run_1/layer_met1.png
Supply wires on this layer in grey.
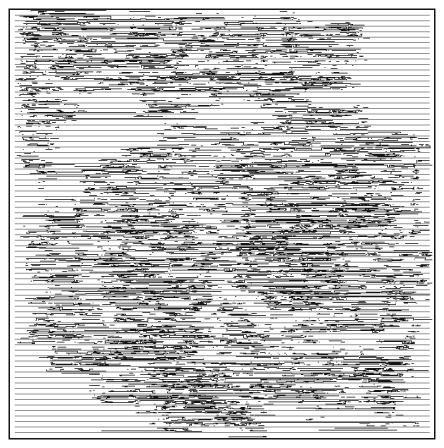
run_1/layer_met2.png
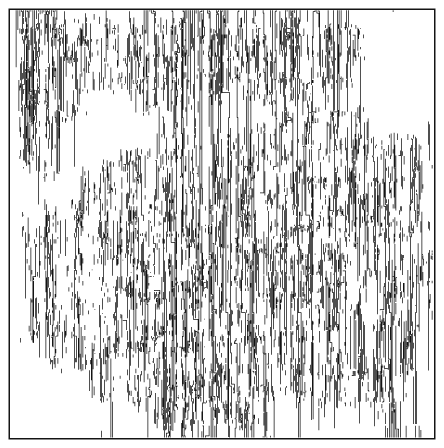
run_1/layer_met3.png
Scale bar: 50 um.
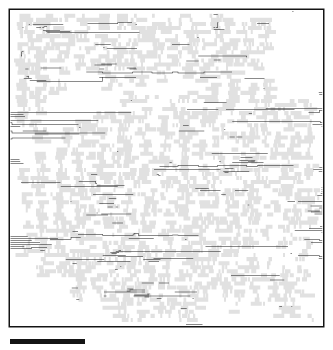
===== src/rtl/vga_timing_ovl_gen_pkg.sv =====
// vga_pkg: shared box record, timing helper functions and colour-bar table
// for the VGA timing / box overlay generator.
package vga_pkg;

    // rgb field is sized for the widest supported colour (3 x 16 bits);
    // the top level zero-extends on write and slices on read.
    localparam int RGB_MAX_W = 48;

    typedef struct packed {
        logic                 en;
        logic [10:0]          x0;
        logic [10:0]          x1;
        logic [9:0]           y0;
        logic [9:0]           y1;
        logic [RGB_MAX_W-1:0] rgb;
    } box_t;

    function automatic int line_total(int syn, int bp, int act, int fp);
        return syn + bp + act + fp;
    endfunction

    function automatic int active_start(int syn, int bp);
        return syn + bp;
    endfunction

    // {R,G,B} on/off per bar, index 0 = leftmost
    localparam logic [7:0][2:0] BAR_RGB = {
        3'b000,   // 7 black
        3'b001,   // 6 blue
        3'b100,   // 5 red
        3'b101,   // 4 magenta
        3'b010,   // 3 green
        3'b011,   // 2 cyan
        3'b110,   // 1 yellow
        3'b111    // 0 white
    };

endpackage


===== src/rtl/vga_timing_ovl_gen_if.sv =====
// Box programming bus: writes one shadow box entry per strobe.
interface vga_timing_ovl_gen_if #(
    parameter int COLOR_W = 8
);
    logic                   iBox_we;
    logic [1:0]             iBox_sel;
    logic                   iBox_en;
    logic [10:0]            iBox_x0;
    logic [10:0]            iBox_x1;
    logic [9:0]             iBox_y0;
    logic [9:0]             iBox_y1;
    logic [3*COLOR_W-1:0]   iBox_rgb;

    modport master (output iBox_we, iBox_sel, iBox_en, iBox_x0, iBox_x1,
                           iBox_y0, iBox_y1, iBox_rgb);
    modport slave  (input  iBox_we, iBox_sel, iBox_en, iBox_x0, iBox_x1,
                           iBox_y0, iBox_y1, iBox_rgb);
endinterface


===== src/rtl/vga_timing_ovl_gen_box_hit.sv =====
// vga_box_hit: combinational outline hit test for one rectangle.
// An inverted box (x0>x1 or y0>y1) fails the range test and never hits.
module vga_box_hit
    import vga_pkg::*;
#(
    parameter int BOX_THK = 1
) (
    input  logic [10:0] x_i,
    input  logic [9:0]  y_i,
    input  box_t        box_i,
    output logic        hit_o
);
    logic in_x, in_y, near_x, near_y;
    logic unused_rgb;

    assign in_x   = (box_i.x0 <= x_i) && (x_i <= box_i.x1);
    assign in_y   = (box_i.y0 <= y_i) && (y_i <= box_i.y1);
    // compare with one extra bit so x0+THK / x+THK cannot wrap
    assign near_x = ({1'b0, x_i} < {1'b0, box_i.x0} + 12'(BOX_THK)) ||
                    ({1'b0, x_i} + 12'(BOX_THK) > {1'b0, box_i.x1});
    assign near_y = ({1'b0, y_i} < {1'b0, box_i.y0} + 11'(BOX_THK)) ||
                    ({1'b0, y_i} + 11'(BOX_THK) > {1'b0, box_i.y1});
    assign hit_o  = box_i.en && in_x && in_y && (near_x || near_y);

    assign unused_rgb = ^box_i.rgb;
endmodule


===== src/rtl/vga_timing_ovl_gen.sv =====
// vga_timing_ovl_gen: VGA H/V timing, lead-compensated pixel request and
// up to NUM_BOX double-buffered rectangle outlines over the video.
// Optional macro VGA_TEST_PATTERN_EN adds iPattern to replace input video.
module vga_timing_ovl_gen
    import vga_pkg::*;
#(
    parameter int H_ACT    = 640,
    parameter int H_FP     = 16,
    parameter int H_SYN    = 96,
    parameter int H_BP     = 48,
    parameter int V_ACT    = 480,
    parameter int V_FP     = 10,
    parameter int V_SYN    = 2,
    parameter int V_BP     = 33,
    parameter bit SYNC_POL = 1'b0,
    parameter int REQ_LEAD = 2,
    parameter int COLOR_W  = 8,
    parameter int NUM_BOX  = 2,
    parameter int BOX_THK  = 1
) (
    input  logic               iCLK,
    input  logic               iRST,
    input  logic [COLOR_W-1:0] iRed,
    input  logic [COLOR_W-1:0] iGreen,
    input  logic [COLOR_W-1:0] iBlue,
`ifdef VGA_TEST_PATTERN_EN
    input  logic [1:0]         iPattern,
`endif
    vga_timing_ovl_gen_if.slave box_if,
    output logic               oRequest,
    output logic [10:0]        oReq_X,
    output logic [9:0]         oReq_Y,
    output logic [COLOR_W-1:0] oVGA_R,
    output logic [COLOR_W-1:0] oVGA_G,
    output logic [COLOR_W-1:0] oVGA_B,
    output logic               oVGA_H_SYNC,
    output logic               oVGA_V_SYNC,
    output logic               oVGA_BLANK,
    output logic               oVGA_SYNC,
    output logic               oFrame_start,
    output logic [12:0]        H_Cont,
    output logic [12:0]        V_Cont
);
    localparam int H_TOT = line_total(H_SYN, H_BP, H_ACT, H_FP);
    localparam int V_TOT = line_total(V_SYN, V_BP, V_ACT, V_FP);
    localparam int HA0   = active_start(H_SYN, H_BP);
    localparam int VA0   = active_start(V_SYN, V_BP);
    localparam int CW3   = 3 * COLOR_W;

    logic [12:0]              h_q, h_d, v_q, v_d;
    logic                     h_wrap, frame_end, h_act, v_act, de;
    logic [13:0]              h_lead;
    logic [10:0]              x_pix;
    logic [9:0]               y_pix;
    box_t                     wr_box;
    box_t [NUM_BOX-1:0]       shadow_q, shadow_d, live_q, live_d;
    logic [NUM_BOX-1:0]       hit;
    logic                     ovl_hit;
    logic [CW3-1:0]           ovl_rgb, src_rgb, rgb_q;
    logic                     hs_q, vs_q, blank_q, fs_q;
    logic                     unused_rgb_hi;

    // next counter values; V advances only on the H wrap
    always_comb begin
        h_wrap    = (h_q == 13'(H_TOT - 1));
        frame_end = h_wrap && (v_q == 13'(V_TOT - 1));
        h_d       = h_wrap ? 13'd0 : h_q + 13'd1;
        v_d       = v_q;
        if (h_wrap) v_d = (v_q == 13'(V_TOT - 1)) ? 13'd0 : v_q + 13'd1;
    end

    assign h_act  = (h_q >= 13'(HA0)) && (h_q < 13'(HA0 + H_ACT));
    assign v_act  = (v_q >= 13'(VA0)) && (v_q < 13'(VA0 + V_ACT));
    assign de     = h_act && v_act;
    assign x_pix  = 11'(h_q - 13'(HA0));
    assign y_pix  = 10'(v_q - 13'(VA0));

    // lead window ends with the active window, so requests stay in-line
    assign h_lead   = {1'b0, h_q} + 14'(REQ_LEAD);
    assign oRequest = v_act && (h_lead >= 14'(HA0)) && (h_lead < 14'(HA0 + H_ACT));
    assign oReq_X   = oRequest ? 11'(h_lead - 14'(HA0)) : 11'd0;
    assign oReq_Y   = oRequest ? y_pix : 10'd0;

    // shadow write, and commit at the last pixel with the write bypassed in
    always_comb begin
        wr_box.en  = box_if.iBox_en;
        wr_box.x0  = box_if.iBox_x0;
        wr_box.x1  = box_if.iBox_x1;
        wr_box.y0  = box_if.iBox_y0;
        wr_box.y1  = box_if.iBox_y1;
        wr_box.rgb = RGB_MAX_W'(box_if.iBox_rgb);
        shadow_d   = shadow_q;
        for (int i = 0; i < NUM_BOX; i++)
            if (box_if.iBox_we && box_if.iBox_sel == 2'(i)) shadow_d[i] = wr_box;
        live_d = frame_end ? shadow_d : live_q;
    end

    for (genvar g = 0; g < NUM_BOX; g++) begin : g_box
        vga_box_hit #(.BOX_THK(BOX_THK)) u_hit (
            .x_i   (x_pix),
            .y_i   (y_pix),
            .box_i (live_q[g]),
            .hit_o (hit[g])
        );
    end

    // priority mux: scan high to low so the lowest hitting index wins
    always_comb begin
        ovl_hit       = 1'b0;
        ovl_rgb       = '0;
        unused_rgb_hi = 1'b0;
        for (int i = NUM_BOX - 1; i >= 0; i--) begin
            unused_rgb_hi = unused_rgb_hi ^ (^live_q[i].rgb);
            if (hit[i]) begin
                ovl_hit = 1'b1;
                ovl_rgb = live_q[i].rgb[CW3-1:0];
            end
        end
    end

`ifdef VGA_TEST_PATTERN_EN
    localparam int BAR_W = (H_ACT / 8 > 0) ? H_ACT / 8 : 1;
    logic [10:0] bar_idx;
    logic [2:0]  bar;

    // source video: pass-through, colour bars, 32-pixel grid or mid-grey
    always_comb begin
        bar_idx = x_pix / 11'(BAR_W);
        bar     = (bar_idx > 11'd7) ? BAR_RGB[7] : BAR_RGB[bar_idx[2:0]];
        case (iPattern)
            2'd1:    src_rgb = {{COLOR_W{bar[2]}}, {COLOR_W{bar[1]}}, {COLOR_W{bar[0]}}};
            2'd2:    src_rgb = (x_pix[4:0] == 5'd0 || y_pix[4:0] == 5'd0) ? '1 : '0;
            2'd3:    src_rgb = {3{1'b1, {(COLOR_W-1){1'b0}}}};
            default: src_rgb = {iRed, iGreen, iBlue};
        endcase
    end
`else
    assign src_rgb = {iRed, iGreen, iBlue};
`endif

    // counters and box banks
    always_ff @(posedge iCLK) begin
        if (iRST) begin
            h_q      <= '0;
            v_q      <= '0;
            shadow_q <= '0;
            live_q   <= '0;
        end else begin
            h_q      <= h_d;
            v_q      <= v_d;
            shadow_q <= shadow_d;
            live_q   <= live_d;
        end
    end

    // single output register keeps sync, blank and colour aligned
    always_ff @(posedge iCLK) begin
        if (iRST) begin
            rgb_q   <= '0;
            hs_q    <= ~SYNC_POL;
            vs_q    <= ~SYNC_POL;
            blank_q <= 1'b0;
            fs_q    <= 1'b0;
        end else begin
            rgb_q   <= de ? (ovl_hit ? ovl_rgb : src_rgb) : '0;
            hs_q    <= (h_q < 13'(H_SYN)) ? SYNC_POL : ~SYNC_POL;
            vs_q    <= (v_q < 13'(V_SYN)) ? SYNC_POL : ~SYNC_POL;
            blank_q <= de;
            fs_q    <= (h_q == 13'd0) && (v_q == 13'd0);
        end
    end

    assign {oVGA_R, oVGA_G, oVGA_B} = rgb_q;
    assign oVGA_H_SYNC  = hs_q;
    assign oVGA_V_SYNC  = vs_q;
    assign oVGA_BLANK   = blank_q;
    assign oVGA_SYNC    = 1'b0;
    assign oFrame_start = fs_q;
    assign H_Cont       = h_q;
    assign V_Cont       = v_q;
endmodule


===== src/flat_wrapper.sv =====
// flat-port wrapper written by rule: the top's interface ports become plain ports
module vga_timing_ovl_gen_flat import vga_pkg::*;
#(
    parameter int H_ACT    = 640,
    parameter int H_FP     = 16,
    parameter int H_SYN    = 96,
    parameter int H_BP     = 48,
    parameter int V_ACT    = 480,
    parameter int V_FP     = 10,
    parameter int V_SYN    = 2,
    parameter int V_BP     = 33,
    parameter bit SYNC_POL = 1'b0,
    parameter int REQ_LEAD = 2,
    parameter int COLOR_W  = 8,
    parameter int NUM_BOX  = 2,
    parameter int BOX_THK  = 1
)
  (iCLK, iRST, iRed, iGreen, iBlue, oRequest, oReq_X, oReq_Y, oVGA_R, oVGA_G, oVGA_B, oVGA_H_SYNC, oVGA_V_SYNC, oVGA_BLANK, oVGA_SYNC, oFrame_start, H_Cont, V_Cont, box_if_iBox_we, box_if_iBox_sel, box_if_iBox_en, box_if_iBox_x0, box_if_iBox_x1, box_if_iBox_y0, box_if_iBox_y1, box_if_iBox_rgb);
  vga_timing_ovl_gen_if #(.COLOR_W(COLOR_W)) box_if_i ();
  input  logic iCLK;
  input  logic iRST;
  input  logic [COLOR_W-1:0] iRed;
  input  logic [COLOR_W-1:0] iGreen;
  input  logic [COLOR_W-1:0] iBlue;
  output logic oRequest;
  output logic [10:0] oReq_X;
  output logic [9:0] oReq_Y;
  output logic [COLOR_W-1:0] oVGA_R;
  output logic [COLOR_W-1:0] oVGA_G;
  output logic [COLOR_W-1:0] oVGA_B;
  output logic oVGA_H_SYNC;
  output logic oVGA_V_SYNC;
  output logic oVGA_BLANK;
  output logic oVGA_SYNC;
  output logic oFrame_start;
  output logic [12:0] H_Cont;
  output logic [12:0] V_Cont;
  input wire logic [$bits(box_if_i.iBox_we)-1:0] box_if_iBox_we;
  input wire logic [$bits(box_if_i.iBox_sel)-1:0] box_if_iBox_sel;
  input wire logic [$bits(box_if_i.iBox_en)-1:0] box_if_iBox_en;
  input wire logic [$bits(box_if_i.iBox_x0)-1:0] box_if_iBox_x0;
  input wire logic [$bits(box_if_i.iBox_x1)-1:0] box_if_iBox_x1;
  input wire logic [$bits(box_if_i.iBox_y0)-1:0] box_if_iBox_y0;
  input wire logic [$bits(box_if_i.iBox_y1)-1:0] box_if_iBox_y1;
  input wire logic [$bits(box_if_i.iBox_rgb)-1:0] box_if_iBox_rgb;
  assign box_if_i.iBox_we = box_if_iBox_we;
  assign box_if_i.iBox_sel = box_if_iBox_sel;
  assign box_if_i.iBox_en = box_if_iBox_en;
  assign box_if_i.iBox_x0 = box_if_iBox_x0;
  assign box_if_i.iBox_x1 = box_if_iBox_x1;
  assign box_if_i.iBox_y0 = box_if_iBox_y0;
  assign box_if_i.iBox_y1 = box_if_iBox_y1;
  assign box_if_i.iBox_rgb = box_if_iBox_rgb;
  vga_timing_ovl_gen #(.H_ACT(H_ACT), .H_FP(H_FP), .H_SYN(H_SYN), .H_BP(H_BP), .V_ACT(V_ACT), .V_FP(V_FP), .V_SYN(V_SYN), .V_BP(V_BP), .SYNC_POL(SYNC_POL), .REQ_LEAD(REQ_LEAD), .COLOR_W(COLOR_W), .NUM_BOX(NUM_BOX), .BOX_THK(BOX_THK)) u_core (.iCLK(iCLK), .iRST(iRST), .iRed(iRed), .iGreen(iGreen), .iBlue(iBlue), .box_if(box_if_i), .oRequest(oRequest), .oReq_X(oReq_X), .oReq_Y(oReq_Y), .oVGA_R(oVGA_R), .oVGA_G(oVGA_G), .oVGA_B(oVGA_B), .oVGA_H_SYNC(oVGA_H_SYNC), .oVGA_V_SYNC(oVGA_V_SYNC), .oVGA_BLANK(oVGA_BLANK), .oVGA_SYNC(oVGA_SYNC), .oFrame_start(oFrame_start), .H_Cont(H_Cont), .V_Cont(V_Cont));
endmodule

===== config.mk =====
export PLATFORM = sky130hd
export DESIGN_NAME = vga_timing_ovl_gen_flat
export DESIGN_NICKNAME = d
export VERILOG_FILES = /design/src/rtl/vga_timing_ovl_gen_pkg.sv /design/src/rtl/vga_timing_ovl_gen_if.sv /design/src/rtl/vga_timing_ovl_gen_box_hit.sv /design/src/rtl/vga_timing_ovl_gen.sv /design/src/flat_wrapper.sv
export SDC_FILE = /design/constraint.sdc
export NUM_CORES = 1
export LEC_CHECK = 0
export CORE_AREA = 2 2 208 210
export CTS_CLUSTER_DIAMETER = 100
export DETAILED_ROUTE_END_ITERATION = 10
export DIE_AREA = 0 0 210 212
export DONT_BUFFER_PORTS = 1
export PLACE_DENSITY = 0.53
export SLEW_MARGIN = 20
export SYNTH_ARGS = -nofsm -noshare
export SYNTH_HDL_FRONTEND = slang
export SYNTH_SLANG_ARGS = --single-unit
export TNS_END_PERCENT = 1

===== constraint.sdc =====
create_clock -name iCLK -period 11.47 [get_ports iCLK]
set_clock_uncertainty 0.1 [all_clocks]
set_input_delay 2.294 -clock iCLK [delete_from_list [all_inputs] [get_ports iCLK]]
set_output_delay 2.294 -clock iCLK [all_outputs]
set_load 0.05 [all_outputs]

==> run summary, run 1 <==
run metrics: outcome finished, final reports clean, final core occ 43.2%, Post-Syn Instances 1933, ys async rst share 0%, initial antenna violation count 0, top cells by area dfxtp_1, ha_1, o22a_1, OpenROAD warning count 45, CP bufs+invs 1, setup TNS 0 ns, post-DP HPWL 34800 um, DR top layer met4, R2R Setup Slk 5.13 ns, worst reg2reg path startpoint u_core.V_Cont[2]$_SDFFE_PP0P_, CTS resizes 0, Slew headroom 31.9%, mapped cell area 16700 um^2, share of cells above drive strength 1 5.05%, Commonest Layout Cell dfxtp_1, Syn Nets 2212, Arr. time, crit path 4.75 ns, initial DRC count 782, placed cell area 17100 um^2, Critical Path Sink Type primary output, Reg power frac 46.5%, Seq/total area 35.1%, Area leader share 38.6%, hold_ws 0.357 ns, internal power 1.91 mW, simple share 16.7%, Hold Path Class reg -> reg, TritonCTS clock tree built, NonClk Buf Share 0.859%, commonest cells in the netlist dfxtp_1, nand2_1, ha_1, Filler Cell Count 4224, Inserted Clock Buffers 38, xor/xnor share of the synthesized area 5.10%, largest net degree at the start of global routing 142, Worst Setup EP oReq_Y[2], Fin. Hold Viols 0, clock share of power 50.1%, Required @ worst endpoint 9.08 ns, clk ins delay skew pair 0.56 ns, Pleak 7.66 nW, dominant class by area logic gates, GRT busiest layer met2, Clock buf/inv share 6.95%, worst-path cell with the longest stage delay dfxtp_1, MUX area fraction 0%, hold path depth 2, layout clock buffer count 53, routed length on met1 23000 um, Biggest consumer the clock network, tap cell count 546, non-clock buffer count 21, switching share of power 22.5%, post-route insts no fill 2446
Notes on layer_met1.png above:
longest straight run: 80.5 um
share of all routed wire: 45%
main direction: horizontal
nets with wire on the layer: 2040
wire length on this layer: 23.0 mm
final WL: 50700 um
via count: 13794
met1 Usage GRT: 29.6%

Notes on layer_met2.png above:
main direction: vertical
share of all routed wire: 47%
nets with wire on the layer: 1776
M2 GR Usage: 37.9%

Notes on layer_met3.png above:
nets with wire on the layer: 127
wire length on this layer: 2450 um
share of all routed wire: 4.9%
longest straight run: 80.7 um
main direction: horizontal
grt met3 use: 4.61%

==> run 2: changes to the inputs <==
- clock period: 11.47 -> 7.45 ns (I/O delays scaled with it)
==> run 2 against run 1 <==
  * Via count hardly changed
  * Sequential share of layout area is 0.11 points lower
  * Register-to-register slack worse by 3.9 ns
  * Critical path depth stayed put
  * Synthesized cell count stayed put
  * Clock power is 59% higher
  * Sequential power is 53% higher
==> run summary, run 2 <==
run metrics: hold path depth 2, CP bufs+invs 1, Critical Path Sink Type primary output, non-clock buffer count 23, synth unique cells 72, biggest regs u_core.live_q: 134 flops, u_core.shadow_q: 134 flops, u_core.rgb_q: 24 flops, MUX area fraction 0%, Hold Path End u_core.shadow_q[69]$_SDFF_PP0_, top cells by area dfxtp_1, ha_1, o22a_1, Hold Startpoint u_core.shadow_q[69]$_SDFF_PP0_, CP startpoint u_core.V_Cont[2]$_SDFFE_PP0P_, Reg power frac 45.6%, CTS resizes 0, Worst Setup EP oReq_Y[7], Hold Path Class reg -> reg, vias in the first global route 13151, R2R Setup Slk 1.23 ns, Pleak 7.69 nW, largest net degree at the start of global routing 142, crit-path leading delay family AND-OR/OR-AND gates, fin crit period 6.51 ns, R2R cell count 18, Reg2Reg Capture Point u_core.rgb_q[21]$_SDFF_PP0_, worst-path cell with the longest stage delay dfxtp_1, switching share of power 22.7%, Avg Synthesized Cell Area 8.63 um^2, Biggest consumer the clock network, ys async rst share 0%, routed length on met1 23700 um, final non-filler cell area 18400 um^2, Antenna Nets Post-Route 0, met1 Usage GRT 30.1%, TritonCTS clock tree built, post-DP HPWL 34800 um, Slew headroom 25.5%, layout clock buffer count 55, Yosys Instances 1933, max-slew violation count 0, final core occ 43.3%, initial DRC count 992, xor/xnor share of the synthesized area 5.10%, dominant class by area logic gates, clk ins delay skew pair 0.57 ns, core footprint 42500 um^2, Post-Syn Instances 1933, Filler Cell Count 4230, outcome finished, final reports clean, simple share 16.7%, post-route insts no fill 2452, worst reg2reg path startpoint u_core.V_Cont[2]$_SDFFE_PP0P_, Inserted Clock Buffers 39, hold_ws 0.355 ns, flip-flops 322, # rows 76, Commonest Layout Cell dfxtp_1, mapped cell area 16700 um^2, DR top layer met5, Seq/total area 35.0%, Clock buf/inv share 7.16%, Fin. Hold Viols 0, commonest cells in the netlist dfxtp_1, nand2_1, ha_1, OpenROAD warning count 45, Synth Seq Share 38.6%, setup TNS 0 ns, global route overflow 0, initial antenna violation count 1, IO buf count 0, CP most frequent cell a2111o_1, internal power 2.99 mW, clock share of power 50.9%, Syn Nets 2212, Arr. time, crit path 4.92 ns, total die size 44500 um^2, flops & latches, synth 322, tap cell count 546, Required @ worst endpoint 5.86 ns, GRT busiest layer met2, placed cell area 17100 um^2, Area leader share 38.6%, share of cells above drive strength 1 5.19%, NonClk Buf Share 0.938%
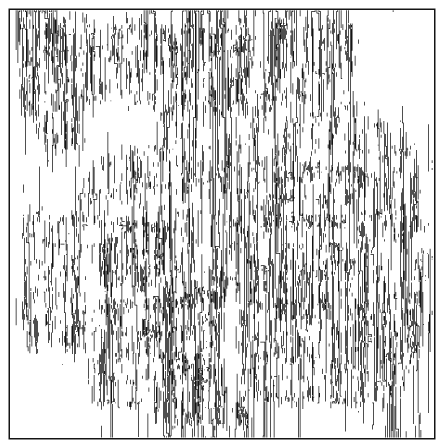
run_2/layer_met2.png
wire length on this layer: 24.1 mm
nets with wire on the layer: 1744
main direction: vertical
longest straight run: 97.9 um
final WL: 51400 um
via count: 13802
M2 GR Usage: 37.6%

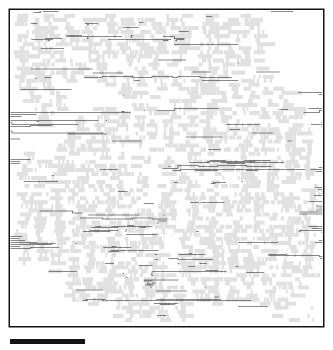
run_2/layer_met3.png
Scale bar: 50 um.
share of all routed wire: 5.1%
wire length on this layer: 2590 um
main direction: horizontal
nets with wire on the layer: 125
longest straight run: 97.5 um
grt met3 use: 4.43%

==> run 3: changes to the inputs <==
- PLACE_DENSITY: 0.53 -> 0.55
- clock period: 7.45 -> 5.6 ns (I/O delays scaled with it)
==> run 3 against run 2 <==
  * Synthesized cell count did not move
  * Worst hold slack got worse by 0.0041 ns
  * Utilization rose by 0.59 points
  * Cell area increased by 1.4%
  * Wire length shrank 0.28%
  * Non-clock buffer count increased by 44
  * Flip-flop count unchanged
  * Via count up 1.4%
  * Critical path depth increased by 1
  * Critical path type unchanged
  * Largest cell class unchanged
==> run summary, run 3 <==
run metrics: outcome finished, final reports clean, OpenROAD warning count 45, GRT busiest layer met2, DR top layer met5, top cells by area dfxtp_1, ha_1, o22a_1, vias in the first global route 13331, Critical Path Sink Type primary output, Hold Startpoint u_core.shadow_q[156]$_SDFF_PP0_, Reg2Reg Capture Point u_core.rgb_q[5]$_SDFF_PP0_, CP startpoint u_core.V_Cont[8]$_SDFFE_PP0P_, Yosys Instances 1933, global route overflow 0, Filler Cell Count 4193, Biggest consumer the clock network, R2R Setup Slk 0.36 ns, tap cell count 546, Post-Syn Instances 1933, Avg Synthesized Cell Area 8.63 um^2, CP most frequent cell or3_1, setup TNS 0 ns, initial DRC count 875, worst reg2reg path startpoint u_core.V_Cont[0]$_SDFFE_PP0P_, flops & latches, synth 322, CP bufs+invs 1, share of cells above drive strength 1 7.35%, xor/xnor share of the synthesized area 5.10%, IO buf count 0, met1 Usage GRT 30.1%, worst-path cell with the longest stage delay or3_1, routed length on met1 23000 um, biggest regs u_core.live_q: 134 flops, u_core.shadow_q: 134 flops, u_core.rgb_q: 24 flops, flip-flops 322, R2R cell count 16, largest net degree at the start of global routing 142, final non-filler cell area 18700 um^2, simple share 16.7%, initial antenna violation count 1, Commonest Layout Cell dfxtp_1, TritonCTS clock tree built, # rows 76, Synth Seq Share 38.6%, total die size 44500 um^2, Hold Path Class reg -> reg, placed cell area 17400 um^2, MUX area fraction 0%, Clock buf/inv share 6.69%, post-route insts no fill 2492, mapped cell area 16700 um^2, fin crit period 5.45 ns
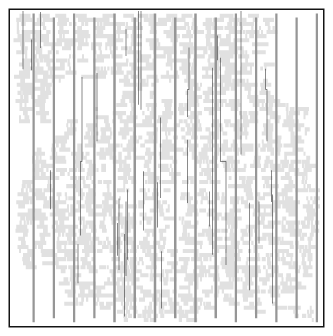
run_3/layer_met4.png
Supply wires on this layer in grey.
main direction: vertical
share of all routed wire: 3.0%
wire length on this layer: 1540 um
final WL: 51200 um
via count: 13995

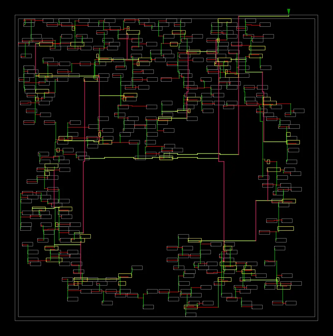
run_3/clocks.png
Inserted Clock Buffers: 37
# clock sinks: 322

Power and IR drop assume default switching activity.
